<file path="src/rtl/pc_seq_pkg.sv">
// -----------------------------------------------------------------------------
// pc_seq_pkg
// Shared definitions for the program-counter sequencer: the flow-operation
// encodings driven on pc_op and the default reset / interrupt vectors.
// -----------------------------------------------------------------------------
package pc_seq_pkg;

    typedef enum logic [2:0] {
        OP_SEQ     = 3'd0,
        OP_SKIP    = 3'd1,
        OP_GOTO    = 3'd2,
        OP_CALL    = 3'd3,
        OP_RETURN  = 3'd4,
        OP_RETFIE  = 3'd5,
        OP_LOADPCL = 3'd6,
        OP_RSVD    = 3'd7
    } pc_op_e;

    localparam logic [12:0] PC_RESET_VECTOR = 13'h0000;
    localparam logic [12:0] PC_ISR_VECTOR   = 13'h0004;

endpackage

</file>
<file path="src/rtl/return_stack.sv">
// -----------------------------------------------------------------------------
// return_stack
// Circular hardware return stack. A push writes the slot at sp and advances
// sp; a pop retreats sp and presents the slot below the old sp. When the stack
// is full a push overwrites the oldest entry; when it is empty a pop returns
// whatever entry the pointer wraps onto. Both cases raise sticky flags.
//
// Ports
//   clk, rst   : clock, asynchronous active-high reset
//   push, pop  : stack operations for this cycle (never both at once)
//   push_data  : value written on push
//   pop_data   : value returned by a pop issued this cycle (combinational)
//   ovf, unf   : sticky overflow / underflow flags
// -----------------------------------------------------------------------------
module return_stack #(
    parameter int DEPTH = 8,
    parameter int WIDTH = 13
) (
    input  logic             clk,
    input  logic             rst,
    input  logic             push,
    input  logic             pop,
    input  logic [WIDTH-1:0] push_data,
    output logic [WIDTH-1:0] pop_data,
    output logic             ovf,
    output logic             unf
);

    localparam int SP_W  = $clog2(DEPTH);
    localparam int CNT_W = SP_W + 1;

    logic [WIDTH-1:0] mem [DEPTH];

    logic [SP_W-1:0]  sp_q,    sp_d;
    logic [CNT_W-1:0] count_q, count_d;
    logic             ovf_q,   ovf_d;
    logic             unf_q,   unf_d;

    logic full;
    logic empty;

    assign full     = (count_q == CNT_W'(DEPTH));
    assign empty    = (count_q == '0);
    assign pop_data = mem[sp_q - SP_W'(1)];
    assign ovf      = ovf_q;
    assign unf      = unf_q;

    // NOTE: every signal assigned here gets a default first, so no path through
    // the block leaves a value unassigned and no latch is inferred.
    always_comb begin
        sp_d    = sp_q;
        count_d = count_q;
        ovf_d   = ovf_q;
        unf_d   = unf_q;
        if (push) begin
            sp_d = sp_q + SP_W'(1);
            if (full) begin
                ovf_d = 1'b1;
            end else begin
                count_d = count_q + CNT_W'(1);
            end
        end else if (pop) begin
            sp_d = sp_q - SP_W'(1);
            if (empty) begin
                unf_d = 1'b1;
            end else begin
                count_d = count_q - CNT_W'(1);
            end
        end
    end

    // NOTE: state flops use non-blocking assignments so every flop samples
    // the pre-edge values, independent of statement order.
    always_ff @(posedge clk or posedge rst) begin
        if (rst) begin
            sp_q    <= '0;
            count_q <= '0;
            ovf_q   <= 1'b0;
            unf_q   <= 1'b0;
        end else begin
            sp_q    <= sp_d;
            count_q <= count_d;
            ovf_q   <= ovf_d;
            unf_q   <= unf_d;
        end
    end

    // NOTE: the storage array deliberately has no reset; only the pointer and
    // occupancy define which entries are meaningful, and this maps to plain RAM.
    always_ff @(posedge clk) begin
        if (push) begin
            mem[sp_q] <= push_data;
        end
    end

endmodule

</file>
<file path="src/rtl/pc_sequencer.sv">
// -----------------------------------------------------------------------------
// pc_sequencer
// Program-counter sequencer for a PIC-style core. Each unstalled cycle it
// selects the next pc from pc_op (or the interrupt vector when irq is
// accepted), drives the return stack, and squashes the instructions already
// in flight in program memory after any change of flow.
//
// Ports
//   clk, rst     : clock, asynchronous active-high reset
//   stall        : freeze all state this cycle
//   pc_op        : flow operation (pc_op_e encoding)
//   target       : goto/call literal; [7:0] is the new PCL for LOADPCL
//   pclath       : PCLATH register value
//   irq          : interrupt accepted at this instruction boundary
//   pm_addr      : program-memory fetch address (= pc)
//   pm_rd_en     : program-memory read enable (= ~stall)
//   pm_flush     : squash the program-memory instruction register
//   pc           : current program counter
//   retfie_pulse : one-cycle pulse after an executed RETFIE
//   stk_ovf/unf  : sticky return-stack overflow / underflow
// -----------------------------------------------------------------------------
module pc_sequencer
    import pc_seq_pkg::*;
#(
    parameter int                    ADDR_WIDTH   = 13,
    parameter int                    STACK_DEPTH  = 8,
    parameter int                    FLUSH_CYCLES = 2,
    parameter logic [ADDR_WIDTH-1:0] RESET_VECTOR = ADDR_WIDTH'(PC_RESET_VECTOR),
    parameter logic [ADDR_WIDTH-1:0] ISR_VECTOR   = ADDR_WIDTH'(PC_ISR_VECTOR)
) (
    input  logic                  clk,
    input  logic                  rst,
    input  logic                  stall,
    input  logic [2:0]            pc_op,
    input  logic [10:0]           target,
    input  logic [4:0]            pclath,
    input  logic                  irq,
    output logic [ADDR_WIDTH-1:0] pm_addr,
    output logic                  pm_rd_en,
    output logic                  pm_flush,
    output logic [ADDR_WIDTH-1:0] pc,
    output logic                  retfie_pulse,
    output logic                  stk_ovf,
    output logic                  stk_unf
);

    localparam int FC_W = (FLUSH_CYCLES < 1) ? 1 : $clog2(FLUSH_CYCLES + 1);

    logic [ADDR_WIDTH-1:0] pc_q,        pc_d;
    logic [FC_W-1:0]       flush_cnt_q, flush_cnt_d;
    logic                  pm_flush_q,  pm_flush_d;
    logic                  retfie_q,    retfie_d;

    logic                  push;
    logic                  pop;
    logic [ADDR_WIDTH-1:0] push_data;
    logic [ADDR_WIDTH-1:0] pop_data;
    logic                  flush_start;

    logic [ADDR_WIDTH-1:0] pc_inc;
    logic [ADDR_WIDTH-1:0] goto_addr;
    logic [ADDR_WIDTH-1:0] loadpcl_addr;
    pc_op_e                op;

    // Increments wrap naturally at the address width.
    assign pc_inc       = pc_q + ADDR_WIDTH'(1);
    assign goto_addr    = ADDR_WIDTH'({pclath[4:3], target});
    assign loadpcl_addr = ADDR_WIDTH'({pclath, target[7:0]});
    assign op           = pc_op_e'(pc_op);

    always_comb begin
        pc_d        = pc_q;
        flush_cnt_d = flush_cnt_q;
        retfie_d    = 1'b0;
        push        = 1'b0;
        pop         = 1'b0;
        push_data   = pc_inc;
        flush_start = 1'b0;

        if (!stall) begin
            pc_d = pc_inc;
            if (flush_cnt_q != '0) begin
                flush_cnt_d = flush_cnt_q - FC_W'(1);
            end

            // An accepted interrupt replaces this cycle's flow operation and
            // saves the address of the instruction it preempted.
            if (irq) begin
                push        = 1'b1;
                push_data   = pc_q;
                pc_d        = ISR_VECTOR;
                flush_start = 1'b1;
            end else begin
                unique case (op)
                    OP_SKIP: begin
                        pc_d        = pc_q + ADDR_WIDTH'(2);
                        flush_start = 1'b1;
                    end
                    OP_GOTO: begin
                        pc_d        = goto_addr;
                        flush_start = 1'b1;
                    end
                    OP_CALL: begin
                        push        = 1'b1;
                        pc_d        = goto_addr;
                        flush_start = 1'b1;
                    end
                    OP_RETURN: begin
                        pop         = 1'b1;
                        pc_d        = pop_data;
                        flush_start = 1'b1;
                    end
                    OP_RETFIE: begin
                        pop         = 1'b1;
                        pc_d        = pop_data;
                        flush_start = 1'b1;
                        retfie_d    = 1'b1;
                    end
                    OP_LOADPCL: begin
                        pc_d        = loadpcl_addr;
                        flush_start = 1'b1;
                    end
                    OP_SEQ, OP_RSVD: begin
                        pc_d = pc_inc;
                    end
                    default: begin
                        pc_d = pc_inc;
                    end
                endcase
            end

            // A new change of flow restarts the squash window rather than
            // extending it.
            if (flush_start) begin
                flush_cnt_d = FC_W'(FLUSH_CYCLES);
            end
        end

        pm_flush_d = (flush_cnt_d != '0);
    end

    always_ff @(posedge clk or posedge rst) begin
        if (rst) begin
            pc_q        <= RESET_VECTOR;
            flush_cnt_q <= '0;
            pm_flush_q  <= 1'b0;
            retfie_q    <= 1'b0;
        end else begin
            pc_q        <= pc_d;
            flush_cnt_q <= flush_cnt_d;
            pm_flush_q  <= pm_flush_d;
            retfie_q    <= retfie_d;
        end
    end

    return_stack #(
        .DEPTH (STACK_DEPTH),
        .WIDTH (ADDR_WIDTH)
    ) u_return_stack (
        .clk       (clk),
        .rst       (rst),
        .push      (push),
        .pop       (pop),
        .push_data (push_data),
        .pop_data  (pop_data),
        .ovf       (stk_ovf),
        .unf       (stk_unf)
    );

    assign pc           = pc_q;
    assign pm_addr      = pc_q;
    assign pm_rd_en     = ~stall;
    assign pm_flush     = pm_flush_q;
    assign retfie_pulse = retfie_q;

endmodule

</file>
<file path="config.mk">
export PLATFORM = sky130hd
export DESIGN_NAME = pc_sequencer
export DESIGN_NICKNAME = d
export VERILOG_FILES = /design/src/rtl/pc_seq_pkg.sv /design/src/rtl/return_stack.sv /design/src/rtl/pc_sequencer.sv
export SDC_FILE = /design/constraint.sdc
export NUM_CORES = 1
export LEC_CHECK = 0
export CORE_ASPECT_RATIO = 0.75
export CORE_MARGIN = 10
export CORE_UTILIZATION = 58
export DETAILED_ROUTE_END_ITERATION = 8
export PLACE_DENSITY = 0.8
export SYNTH_ARGS = -nofsm -noshare
export SYNTH_HDL_FRONTEND = slang
export SYNTH_HIERARCHICAL = 1
export SYNTH_SLANG_ARGS = --single-unit
</file>
<file path="constraint.sdc">
create_clock -name clk -period 3.01 [get_ports clk]
set_input_delay 0.602 -clock clk [delete_from_list [all_inputs] [get_ports clk]]
set_output_delay 0.602 -clock clk [all_outputs]
set_load 0.1 [all_outputs]
</file>
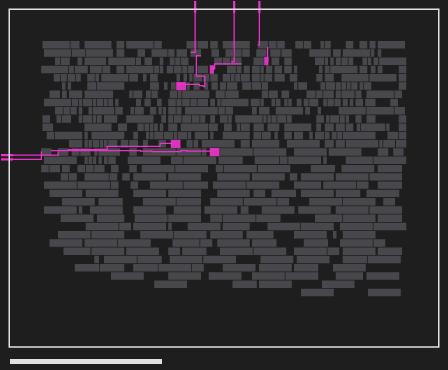
*Port wiring*
Bar = 50 um.
Magenta is pclath, bits 5, direction input, edge 3 top, 2 left, end cells 5, buffers 5, wire 206 um.

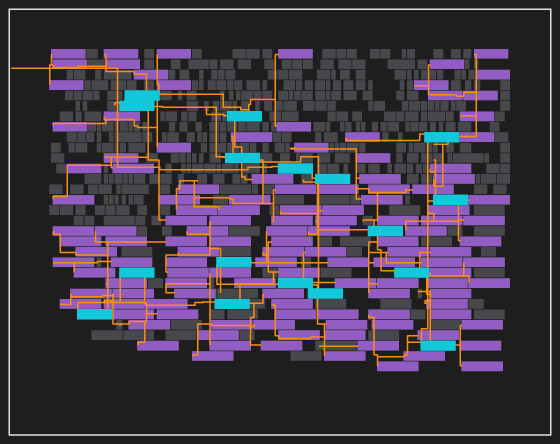
*Clock network drawn from the DEF*
Purple is flip-flops, count 130. Orange is clock wires, length 1570 um. Cyan is clock-net drivers, count 17.
There are 18 routed clock nets.
Clock Power: 0.00198 W
Clock power frac: 0.269
clock skew: 0.01257 ns

==> results_dict.tcl <==
# place-and-route summary
set metrics [dict create \
    outcome "completed" \
    inverters 16 \
    layout_top_cell "edfxtp_1" \
    fmax_ghz 0.3795 \
    grt_max_degree 33 \
    cpPeakStageDelay_ns 0.48 \
    power_leader "combinational cells" \
    clkbuf_count 17 \
    ys.flops 130 \
    critPathLaunchType "flop" \
    p_seq_w 0.00245 \
    cp_max_fo 26 \
    wl_per_cell_um 23.24 \
    flop-count 130 \
    enable_flop_cells 104 \
    met3_usage 0.07320 \
    core_area_um2 10820 \
    fp-utilization 0.5882 \
    ys_sh_simple 0.08592 \
    syn_area_um2 6364 \
    critical_path_class "flop to flop" \
    cap_violations 0 \
    avgSynthCellArea_um2 13.66 \
    power.density_nw_per_um2 973.6 \
    holdPathEnd "u_return_stack/unf$_DFFE_PP0P_" \
    place_area_um2 6995 \
    setup_tns_ns 0 \
    cp_num_buf_inv 2 \
    rsz0062_at_grt "no" \
    numCtsBuffers 17 \
    layout-drive-gt1-share 0.2643 \
    comb_cells 277 \
    wl_met3_um 1698 \
    ctsHtreeMaxLevel 4 \
    first_global_vias 4456 \
    comb_power_w 0.00294 \
    power.leakage_nw 2.770 \
    min_from "u_return_stack/unf$_DFFE_PP0P_" \
    cp_top_family "AND-OR/OR-AND gates" \
    synthFlopType "edfxtp_1" \
    floorplan.nets 496 \
    drtIter0Drc 446 \
    ant_nets 0 \
    bufAreaShareNonClock 0.09762 \
    yosysTopAreaCellShare 0.4908 \
    num_vias 4394 \
    diodes 0 \
    overflow 0 \
    wl_met1_um 6334 \
    synth-seq-area-share 0.5930 \
    seqCellArea_um2 3775 \
    slew_headroom 0.4466 \
    highest_layer "met4" \
    seq_share 0.4992 \
    fin_area_um2 7562 \
    drc 0 \
    clock_sinks 130 \
    holdPathStages 1 \
    finish.net_count 558 \
    syn_inst 466 \
    reg2reg_depth 9 \
    aoi_share 0.09654 \
    area_delta_synth_final_pct 18.84 \
    r2r_start "u_return_stack/sp_q[1]$_DFFE_PP0P_" \
    required_ns 3.31 \
    clock-root-buffer "clkbuf_16" \
    period_needed_ns 2.635 \
    clkTransAtPathRegs_ns 0.06 \
    synth_chip_area_um2 6364 \
    comb_share 0.2972 \
    grt_use_total 0.2065 \
    setup_viol 0 \
    post-cts-setup-buffers 0 \
    report.final.hold_viol_count 0 \
    combPwrFrac 0.399 \
    firstDrtPassIters 5 \
    vias_per_cell 6.452 \
    internal_power_w 0.004633 \
    min_path_type "flop to flop" \
    maxSlewViolCount 0 \
    r2r_slack_ns 0.37 \
    end_kind "flop" \
    port-buffer-count 53 \
    largest_class "flip-flops and latches" \
    rows 33 \
    tightest_slew_ns 0.8238 \
    r2r_end "pc[3]$_DFFE_PP0N_" \
    largest_area_cell "edfxtp_1" \
    log.warning_count 27 \
    clock_area_frac 0.07495 \
    top_cells_by_area "edfxtp_1, dfrtp_1, mux4_2" \
    ys_warn_count 6 \
    clk_path_buf_depth 2 \
    largest_reg_flops 104 \
    cp_slowest_cell "dfrtp_1" \
    min_period_over_period 0.8755 \
    die_area_um2 15610 \
    synthTopLogicFamily "multiplexers" \
    ys_cells 466 \
    adder_share 0.01494 \
    muxShareOfSynthArea 0.1184 \
    io_pins 54 \
    cts_tree "done" \
    holdWs_ns 0.4943 \
    arrival_ns 2.94 \
    top_register "u_return_stack/mem" \
    vdd_drop_max_mv 0.5884 \
    async_flop_share 0.2000 \
    nonClockBufferCount 86 \
]
==> per-stage QoR <==
stage | util | cells | worst slack (ns) | total power [W]
after floorplan | - | 466 | 0.1069 | 0.004700
after global placement | 0.6467 | 649 | 0.3644 | 0.005309
after detailed placement | 0.6467 | 649 | 0.3173 | 0.005389
after CTS | 0.6991 | 681 | 0.3839 | 0.007380
after global routing | 0.6991 | 681 | 0.2357 | 0.007653
final | 0.6991 | 681 | 0.3748 | 0.007363
==> worst max path at each step <==
stage / to / cells after the start / startpoint
detailed placement: u_return_stack/count_q[1]$_DFFE_PP0P_ / 7 / pc_op[2]
global route: pc[3]$_DFFE_PP0N_ / 9 / u_return_stack/sp_q[1]$_DFFE_PP0P_
global placement: u_return_stack/count_q[1]$_DFFE_PP0P_ / 7 / pc_op[2]
finish: pc[3]$_DFFE_PP0N_ / 9 / u_return_stack/sp_q[1]$_DFFE_PP0P_
floorplan: u_return_stack/mem[0][0]$_DFFE_PP_ / 7 / pc_op[1]
CTS: pc[3]$_DFFE_PP0N_ / 9 / u_return_stack/sp_q[1]$_DFFE_PP0P_
==> synth_stat cells (3+ instances only) <==
library cell / instances
o22ai_1: 3
mux4_2: 26
and3_1: 3
xnor2_1: 10
buf_4: 16
inv_1: 14
o21ai_0: 16
buf_2: 13
nor2b_1: 5
edfxtp_1: 104
nand2_1: 26
nor2_1: 37
ha_1: 6
xor2_1: 16
a221oi_1: 8
o21a_1: 3
nand4_1: 5
o21ai_1: 3
nor3_1: 14
buf_6: 3
nand3_1: 11
a211oi_1: 7
nand2b_1: 5
a31oi_1: 8
a21oi_1: 12
clkbuf_1: 7
dfrtp_1: 26
mux2_2: 13
nor4_1: 3
Power is estimated from default activity; no workload was simulated.
